==> run_1/m2.png <==
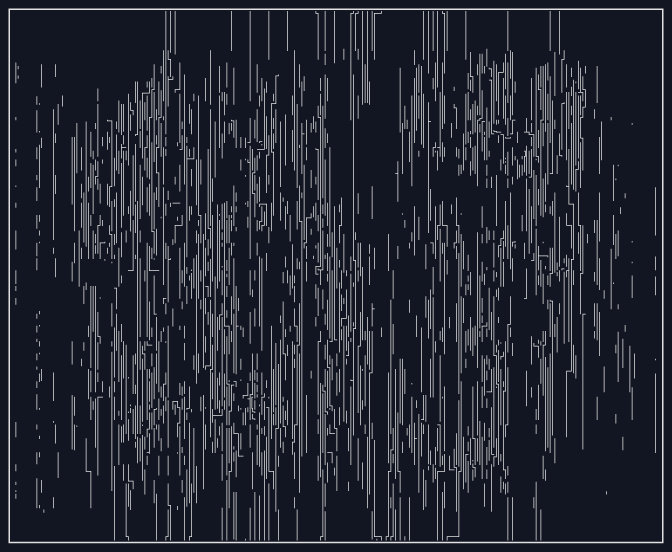
==> run_1/util_map.png <==
13 x 10 tiles, from white (low) to dark blue (high), 0 to 100% covered.
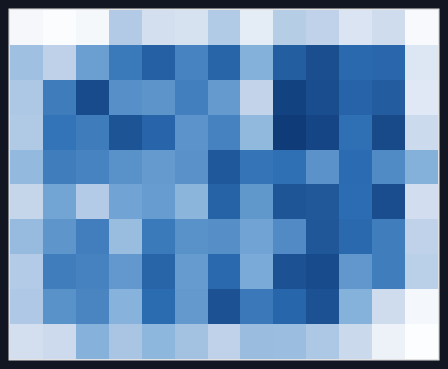
==> run_1/layers.png <==
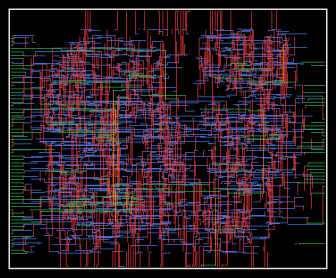
--- config.mk ---
export PLATFORM = sky130hd
export DESIGN_NAME = inst_encoder
export DESIGN_NICKNAME = d
export VERILOG_FILES = /design/src/rtl/inst_enc_pkg.sv /design/src/rtl/inst_encoder_enc_pack.sv /design/src/rtl/inst_encoder.sv
export SDC_FILE = /design/constraint.sdc
export NUM_CORES = 1
export LEC_CHECK = 0
export ABC_AREA = 1
export CAP_MARGIN = 25
export CORE_ASPECT_RATIO = 0.8
export CORE_MARGIN = 5
export CORE_UTILIZATION = 48
export CTS_CLUSTER_DIAMETER = 80
export CTS_CLUSTER_SIZE = 25
export DETAILED_ROUTE_END_ITERATION = 16
export GPL_TIMING_DRIVEN = 0
export PLACE_DENSITY_LB_ADDON = 0.3
export SYNTH_ARGS = -nofsm -noshare
export SYNTH_HDL_FRONTEND = slang
export SYNTH_SLANG_ARGS = --single-unit
--- constraint.sdc ---
create_clock -name clk -period 1.9 [get_ports clk]
set_input_delay 0.38 -clock clk [delete_from_list [all_inputs] [get_ports clk]]
set_output_delay 0.38 -clock clk [all_outputs]
set_load 0.1 [all_outputs]
--- src/rtl/inst_enc_pkg.sv ---
// Shared types and constants for the RV32I instruction encoder.
package inst_enc_pkg;

  typedef enum logic [2:0] {
    FMT_R = 3'd0,
    FMT_I = 3'd1,
    FMT_S = 3'd2,
    FMT_B = 3'd3,
    FMT_U = 3'd4,
    FMT_J = 3'd5
  } fmt_e;

  localparam logic [6:0] OP_IMM = 7'b0010011;
  localparam logic [6:0] LOAD   = 7'b0000011;
  localparam logic [6:0] STORE  = 7'b0100011;
  localparam logic [6:0] BRANCH = 7'b1100011;
  localparam logic [6:0] LUI    = 7'b0110111;
  localparam logic [6:0] AUIPC  = 7'b0010111;
  localparam logic [6:0] JAL    = 7'b1101111;
  localparam logic [6:0] OP     = 7'b0110011;

  typedef struct packed {
    fmt_e        fmt;
    logic [6:0]  opcode;
    logic [4:0]  rd;
    logic [4:0]  rs1;
    logic [4:0]  rs2;
    logic [2:0]  funct3;
    logic [6:0]  funct7;
    logic [31:0] imm;
  } enc_req_t;

  // True when v[31:msb] are all equal, i.e. v sign-extends from bit msb.
  function automatic logic fits_signed(input logic [31:0] v, input int msb);
    logic [31:0] s;
    s = $signed(v) >>> msb;
    return (s == 32'h0) || (s == 32'hFFFF_FFFF);
  endfunction

endpackage

--- src/rtl/inst_encoder_enc_pack.sv ---
// Combinational RV32I field packer with per-format immediate range check.
module enc_pack
  import inst_enc_pkg::*;
(
  input  enc_req_t    req,
  output logic [31:0] inst,
  output logic        err
);

  always_comb begin
    inst = {req.funct7, req.rs2, req.rs1, req.funct3, req.rd, req.opcode};
    err  = 1'b0;
    case (req.fmt)
      FMT_R: err = 1'b0;
      FMT_I: begin
        inst = {req.imm[11:0], req.rs1, req.funct3, req.rd, req.opcode};
        err  = !fits_signed(req.imm, 11);
      end
      FMT_S: begin
        inst = {req.imm[11:5], req.rs2, req.rs1, req.funct3, req.imm[4:0], req.opcode};
        err  = !fits_signed(req.imm, 11);
      end
      FMT_B: begin
        inst = {req.imm[12], req.imm[10:5], req.rs2, req.rs1, req.funct3,
                req.imm[4:1], req.imm[11], req.opcode};
        err  = !fits_signed(req.imm, 12) || req.imm[0];
      end
      FMT_U: begin
        inst = {req.imm[31:12], req.rd, req.opcode};
        err  = (req.imm[11:0] != 12'h000);
      end
      FMT_J: begin
        inst = {req.imm[20], req.imm[10:1], req.imm[11], req.imm[19:12], req.rd, req.opcode};
        err  = !fits_signed(req.imm, 20) || req.imm[0];
      end
      // Undefined format codes keep the R packing but are flagged.
      default: err = 1'b1;
    endcase
  end

endmodule

--- src/rtl/inst_encoder.sv ---
// Instruction encoder: valid/ready input, registered output with a one-entry
// skid, wrapping write-address counter and saturating error counter.
module inst_encoder
  import inst_enc_pkg::*;
#(
  parameter logic [31:0] BASE_ADDR   = 32'h0000_0000,
  parameter int          DEPTH_WORDS = 256
) (
  input  logic        clk,
  input  logic        rst_n,
  input  logic        flush,
  input  logic        in_valid,
  output logic        in_ready,
  input  logic [2:0]  in_fmt,
  input  logic [6:0]  in_opcode,
  input  logic [4:0]  in_rd,
  input  logic [4:0]  in_rs1,
  input  logic [4:0]  in_rs2,
  input  logic [2:0]  in_funct3,
  input  logic [6:0]  in_funct7,
  input  logic [31:0] in_imm,
  output logic        out_valid,
  input  logic        out_ready,
  output logic [31:0] out_inst,
  output logic [31:0] out_addr,
  output logic        out_err,
  output logic [15:0] err_count
);

  localparam int AW = (DEPTH_WORDS > 1) ? $clog2(DEPTH_WORDS) : 1;

  enc_req_t    req;
  logic [31:0] new_inst;
  logic        new_err;

  assign req = '{fmt: fmt_e'(in_fmt), opcode: in_opcode, rd: in_rd, rs1: in_rs1,
                 rs2: in_rs2, funct3: in_funct3, funct7: in_funct7, imm: in_imm};

  enc_pack u_pack (.req(req), .inst(new_inst), .err(new_err));

  logic          out_valid_q, out_valid_d;
  logic [31:0]   out_inst_q,  out_inst_d;
  logic          out_err_q,   out_err_d;
  logic [AW-1:0] out_idx_q,   out_idx_d;
  logic [AW-1:0] load_idx_q,  load_idx_d;
  logic          skid_valid_q, skid_valid_d;
  logic [31:0]   skid_inst_q,  skid_inst_d;
  logic          skid_err_q,   skid_err_d;
  logic [15:0]   err_cnt_q,    err_cnt_d;

  logic accept, out_fire, out_free, load;

  assign in_ready = ~skid_valid_q;
  assign accept   = in_valid & in_ready & ~flush;
  assign out_fire = out_valid_q & out_ready;
  assign out_free = ~out_valid_q | out_ready;

  always_comb begin
    out_valid_d  = out_valid_q;
    out_inst_d   = out_inst_q;
    out_err_d    = out_err_q;
    out_idx_d    = out_idx_q;
    load_idx_d   = load_idx_q;
    skid_valid_d = skid_valid_q;
    skid_inst_d  = skid_inst_q;
    skid_err_d   = skid_err_q;
    err_cnt_d    = err_cnt_q;
    load         = 1'b0;
    if (flush) begin
      out_valid_d  = 1'b0;
      skid_valid_d = 1'b0;
      out_idx_d    = '0;
      load_idx_d   = '0;
    end else begin
      if (out_fire && out_err_q && (err_cnt_q != 16'hFFFF))
        err_cnt_d = err_cnt_q + 16'd1;
      if (out_free) begin
        // Skid is older than any new input, and in_ready is low while it is full.
        if (skid_valid_q) begin
          load         = 1'b1;
          out_inst_d   = skid_inst_q;
          out_err_d    = skid_err_q;
          skid_valid_d = 1'b0;
        end else if (accept) begin
          load       = 1'b1;
          out_inst_d = new_inst;
          out_err_d  = new_err;
        end else begin
          out_valid_d = 1'b0;
        end
      end else if (accept) begin
        skid_valid_d = 1'b1;
        skid_inst_d  = new_inst;
        skid_err_d   = new_err;
      end
      if (load) begin
        out_valid_d = 1'b1;
        out_idx_d   = load_idx_q;
        load_idx_d  = load_idx_q + AW'(1);
      end
    end
  end

  always_ff @(posedge clk or negedge rst_n) begin
    if (!rst_n) begin
      out_valid_q  <= 1'b0;
      out_inst_q   <= '0;
      out_err_q    <= 1'b0;
      out_idx_q    <= '0;
      load_idx_q   <= '0;
      skid_valid_q <= 1'b0;
      skid_inst_q  <= '0;
      skid_err_q   <= 1'b0;
      err_cnt_q    <= '0;
    end else begin
      out_valid_q  <= out_valid_d;
      out_inst_q   <= out_inst_d;
      out_err_q    <= out_err_d;
      out_idx_q    <= out_idx_d;
      load_idx_q   <= load_idx_d;
      skid_valid_q <= skid_valid_d;
      skid_inst_q  <= skid_inst_d;
      skid_err_q   <= skid_err_d;
      err_cnt_q    <= err_cnt_d;
    end
  end

  assign out_valid = out_valid_q;
  assign out_inst  = out_inst_q;
  assign out_err   = out_err_q;
  assign out_addr  = BASE_ADDR + (32'(out_idx_q) << 2);
  assign err_count = err_cnt_q;

endmodule

==> results_dict.tcl, run 1 <==
# place-and-route summary
set metrics [dict create \
    outcome "complete, no violations" \
    ant_nets 0 \
    post_cts_resized 183 \
    rrSetupSlack_ps 140 \
    lay_top_count "nand2_1" \
    hold_violations 0 \
    fa_ha_area_frac 0.00468 \
    antenna_found_initial 0 \
    yosysChipArea_sq_um 5350 \
    ys_types 36 \
    hp-class "input pin to async pin" \
    io_buffers 130 \
    p_int_mw 4.23 \
    numPlacedInstances 997 \
    max_stage_delay_ps 430 \
    critPathTopFamily "buffers and inverters" \
    rows 34 \
    top_logic_kind "simple AND/OR/NAND/NOR gates" \
    path_depth 3 \
    root_buffer "clkbuf_16" \
    power_frac_clock 0.229 \
    reg2regPathDepth 10 \
    final_layout_top_logic_cells "195 x nand2_1, 85 x dfrtp_1, 71 x nor2_1" \
    synth-edff-count 0 \
    crit_buf_inv 3 \
    warnings 27 \
    slew_headroom 0.610 \
    drc_errors 0 \
    vias_per_cell 5.28 \
    worstPathArrival_ps 1420 \
    grt_remaining_overflow 0 \
    p_per_area_nw_per_um2 1050 \
    fin_nets 940 \
    insertion_delay_ps 350 \
    maxSlewViolCount 0 \
    postSynthSeqShare 0.468 \
]
About m2.png:
The wires run mostly vertical. The layer carries 7400 um of wire. 796 nets have wire on it.
Post-Route WL: 15900 um
GR Util met2: 0.392
via count: 5363

About util_map.png:
The mean over all tiles is 54%. 25% of the tiles are over 75% full. The fullest tile reaches 96%. 0.80% of the tiles are nearly empty.
fp_density: 0.491
final core occ: 0.678
Core Area: 10900 sq um

About layers.png:
Key: green = M3 [wire length 1360 um]; red = M2 [wire length 7400 um]; orange = M4 [wire length 221 um]; blue = M1 [wire length 6950 um]
total global-route track usage: 0.242
Wirelength per Cell: 15.7 um

[run 1: synthesized netlist by cell type (3+ instances only)]
| cell | instances | area share |
|---|---|---|
| o211ai_1 | 6 | 0.0084 |
| nand3_1 | 40 | 0.037 |
| o221ai_1 | 5 | 0.0082 |
| xor2_1 | 12 | 0.020 |
| xnor2_1 | 3 | 0.0049 |
| inv_2 | 8 | 0.0056 |
| nor3_1 | 8 | 0.0075 |
| dfrtp_1 | 100 | 0.47 |
| buf_2 | 4 | 0.0037 |
| o22ai_1 | 4 | 0.0047 |
| o21ai_1 | 46 | 0.043 |
| o21ai_0 | 34 | 0.032 |
| nor2_1 | 71 | 0.050 |
| nand2_2 | 8 | 0.0094 |
| clkbuf_1 | 13 | 0.0091 |
| a31oi_1 | 5 | 0.0059 |
| nor2_4 | 4 | 0.0084 |
| buf_4 | 31 | 0.044 |
| or2_2 | 4 | 0.0047 |
| a21oi_1 | 25 | 0.023 |
| nand2_1 | 195 | 0.14 |
| inv_1 | 54 | 0.038 |
| nand4_1 | 4 | 0.0047 |
[run 1: layer usage]
metal,up-vias,GRT usage,routed length [um]
li1,2541,-,-
met1,2533,0.329,6950
met2,262,0.392,7400
met3,27,0.0626,1360
met4,0,0.0485,221
met5,-,0,0
[run 1: power groups by stage]
stage               registers (mW)  logic, mW  clock network [mW]
CTS                           2.81       3.13                1.81
global placement              2.82       3.13                   0
global route                  2.88       3.31                1.89
floorplan                     4.30      0.833                   0
finish                        2.83       3.15                1.78
detailed placement            2.84       3.18                   0
[run 1: state kept, by name, indices dropped and copies added (netlist names)]
signal / count
skid_valid_q: 1
out_idx_q: 8
skid_inst_q: 32
load_idx_q: 8
err_count: 16
skid_err_q: 1
out_valid: 1
out_err: 1
out_inst: 32
[run 1: worst reg2reg max path: cells and delay by family, from the launching register on]
| kind | cells | cell delay (ps) |
|---|---|---|
| flops | 1 | 520 |
| buf+inv | 1 | 150 |
| simple gates | 8 | 800 |
| fa+ha+maj | 1 | 180 |
[run 1: per-stage QoR]
step	cell area (sq um)	util	power (mW)	hold WS (ps)	TNS [ps]
2_1_floorplan	5460	-	5.13	84.4	-4.61
3_3_place_gp	6940	0.637	5.95	462	-333040
3_5_place_dp	6960	0.639	6.02	385	-20860
4_1_cts	7320	0.672	7.74	9.00	0
5_1_grt	7380	0.678	8.08	41.5	0
6_report	7380	0.678	7.76	8.07	0
[run 1: path summary, 6_finish.rpt]
kind / from / to
worst max-delay path: skid_valid_q$_DFFE_PN0P_ / in_ready
worst min-delay path: rst_n / load_idx_q[3]$_DFFE_PN0P_
worst max register to register: err_count[0]$_DFFE_PN0P_ / err_count[11]$_DFFE_PN0P_
worst min register to register: skid_inst_q[29]$_DFFE_PN0P_ / skid_inst_q[29]$_DFFE_PN0P_
max in group asynchronous: rst_n / skid_inst_q[18]$_DFFE_PN0P_
min in group clk: flush / load_idx_q[5]$_DFFE_PN0P_
[run 1: cell type report]
type                            instances  area share
Buffer                                 49      0.0434
Clock buffer                           10      0.0324
Clock inverter                          6     0.00661
Inverter                               62      0.0315
Multi-Input combinational cell        510       0.326
Sequential cell                       100       0.342
Tap cell                              144      0.0244
Timing Repair Buffer                  134       0.193
## Run 2: what changed since run 1
Clock period 1.9 ns to 1.76 ns, I/O delays scaled along.
==> run_2/layers.png <==
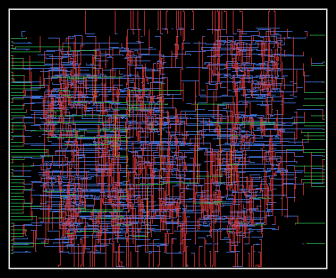
Key: orange = M4 [wire length 212 um]; green = M3 [wire length 1120 um]; red = M2 [wire length 7000 um]; blue = M1 [wire length 6890 um]
Wirelength per Cell: 15.0 um
total global-route track usage: 0.229
Post-Route WL: 15200 um
via count: 5274

==> run_2/util_map.png <==
13 x 10 tiles, from white (low) to dark blue (high), 0 to 100% covered.
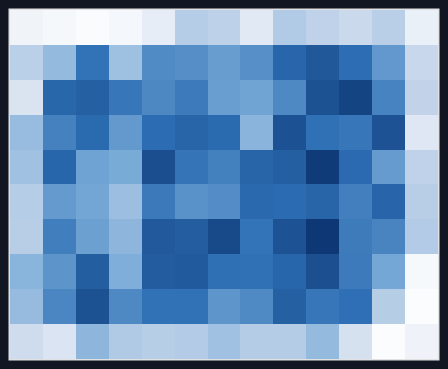
27% of the tiles are over 75% full. The fullest tile reaches 97%. The densest ninth of the die: center. The mean over all tiles is 55%.
final core occ: 0.689

==> run_2/gates.png <==
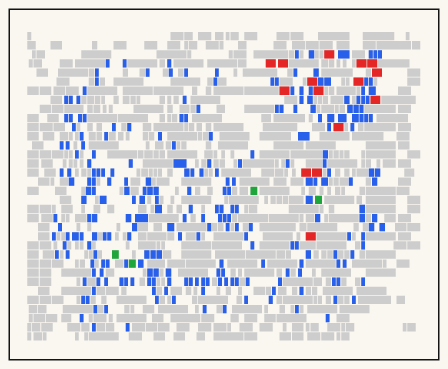
Key: green = and/or cells [cells 4, most used or2_2]; red = xor and xnor cells [cells 15, most used xor2_1, where north-east]; blue = nand cells [cells 249, most used nand2_1]
Top cell excl fill/tap: nand2_1
Final Instance Count excl. Fillers: 1018

==> run 2 against run 1 <==
Net effect: the run now ends with negative hold slack left; global-route usage is 1.2 points lower; clock skew rose by 1.6 ps; critical path depth unchanged; final cell count up 0.30%; worst setup slack worse by 76 ps; non-clock buffer count is 3 higher; combinational power increased by 8.3%; routed wire length fell by 4.4%; sequential share of layout area is 0.35 points lower; sequential power grew 7.4%; power grew 9.8%; die size stayed put; critical endpoint unchanged; largest power group unchanged.
==> results_dict.tcl, run 2 <==
# place-and-route summary
set metrics [dict create \
    outcome "finished, violations left" \
    failed_checks "negative hold slack" \
    hp-class "input pin to async pin" \
    synth.most_common_cell "nand2_1" \
    drc_errors 0 \
    reg2regPathDepth 9 \
    top_layer_used "met4" \
    slew_headroom 0.610 \
    total_power_mw 8.52 \
    path_depth 3 \
    insertion_delay_ps 340 \
    hold_violations 28 \
    synth-edff-count 0 \
    dr_wl_met2_um 7000 \
    top_cells_by_area "dfrtp_1 47%, nand2_1 14%, nor2_1 5.0%, buf_4 4.4%, o21ai_1 4.3%" \
    hold_slack_ps -11.7 \
    yosysTopAreaCellShare 0.468 \
    fin_nets 943 \
    worstPathArrival_ps 1390 \
    top_area_cell "dfrtp_1" \
    vias_per_cell 5.18 \
    top_cells_by_count "195 x nand2_1, 100 x dfrtp_1, 71 x nor2_1, 54 x inv_1, 46 x o21ai_1" \
    r2r_end "out_inst[27]$_DFFE_PN0P_" \
]
==> run 2: cell counts after synthesis <==
Identical to the previous run, type by type.
==> run 2: cell type report <==
| type | instances | area [sq um] | area share |
|---|---|---|---|
| clock inverter | 6 | 80.1 | 0.0107 |
| timing repair buffer | 137 | 1440 | 0.192 |
| buffer | 49 | 333 | 0.0444 |
| inverter | 62 | 238 | 0.0317 |
| multi-input combinational | 510 | 2450 | 0.326 |
| tap | 144 | 180 | 0.0240 |
| sequential | 100 | 2540 | 0.339 |
| clock buffer | 10 | 239 | 0.0319 |
==> run 2: kinds of logic after synthesis <==
logic type                 share of synthesized area
DFF                                            0.468
AOI/OAI and AO/OA                              0.133
and+or+nand+nor                                0.266
buffers and inverters                          0.103
adders and majority gates                    0.00468
other                                       0.000702
xor gates and xnor gates                      0.0246
==> run 2: power by group <==
part | total [mW] | switching (mW) | internal, mW
clock network | 2.08 | 0.908 | 1.17
registers | 3.04 | 0.295 | 2.74
logic | 3.41 | 2.59 | 0.821
==> run 2: worst min path at each step <==
| stage | start | endpoint | slack, ps | cells after the start |
|---|---|---|---|---|
| final | rst_n | out_inst[3]$_DFFE_PN0P_ | -10 | 1 |
| after global routing | rst_n | out_inst[5]$_DFFE_PN0P_ | 30 | 1 |
| after CTS | rst_n | out_inst[3]$_DFFE_PN0P_ | 6 | 1 |
| after detailed placement | rst_n | out_inst[3]$_DFFE_PN0P_ | 370 | 1 |
| after global placement | skid_inst_q[5]$_DFFE_PN0P_ | skid_inst_q[5]$_DFFE_PN0P_ | 460 | 2 |
| after floorplan | rst_n | err_count[11]$_DFFE_PN0P_ | 60 | 0 |
==> run 2: routing by layer <==
layer,vias to the layer above,track usage
met1,2497,0.324
met4,0,0.0485
met5,-,0
met2,204,0.365
li1,2552,-
met3,21,0.0488
==> run 2: metrics by stage <==
step | TNS, ps | cell area, sq um | hold slack, ps
finish | 0 | 7500 | -11.7
global route | -89.7 | 7500 | 33.5
CTS | 0 | 7410 | 6.49
detailed placement | -34660 | 7000 | 370
global placement | -363120 | 6970 | 462
floorplan | 0 | 5490 | 56.4
==> run 2: repair_timing <==
action,4_1_cts,5_1_grt
setup buffers,2,4
pin swaps,1,4
endpoints found under the hold margin,0,0
endpoints found under the setup margin,102,71
resized,186,19
No activity file was given, so power comes from the tool's default toggle rates.
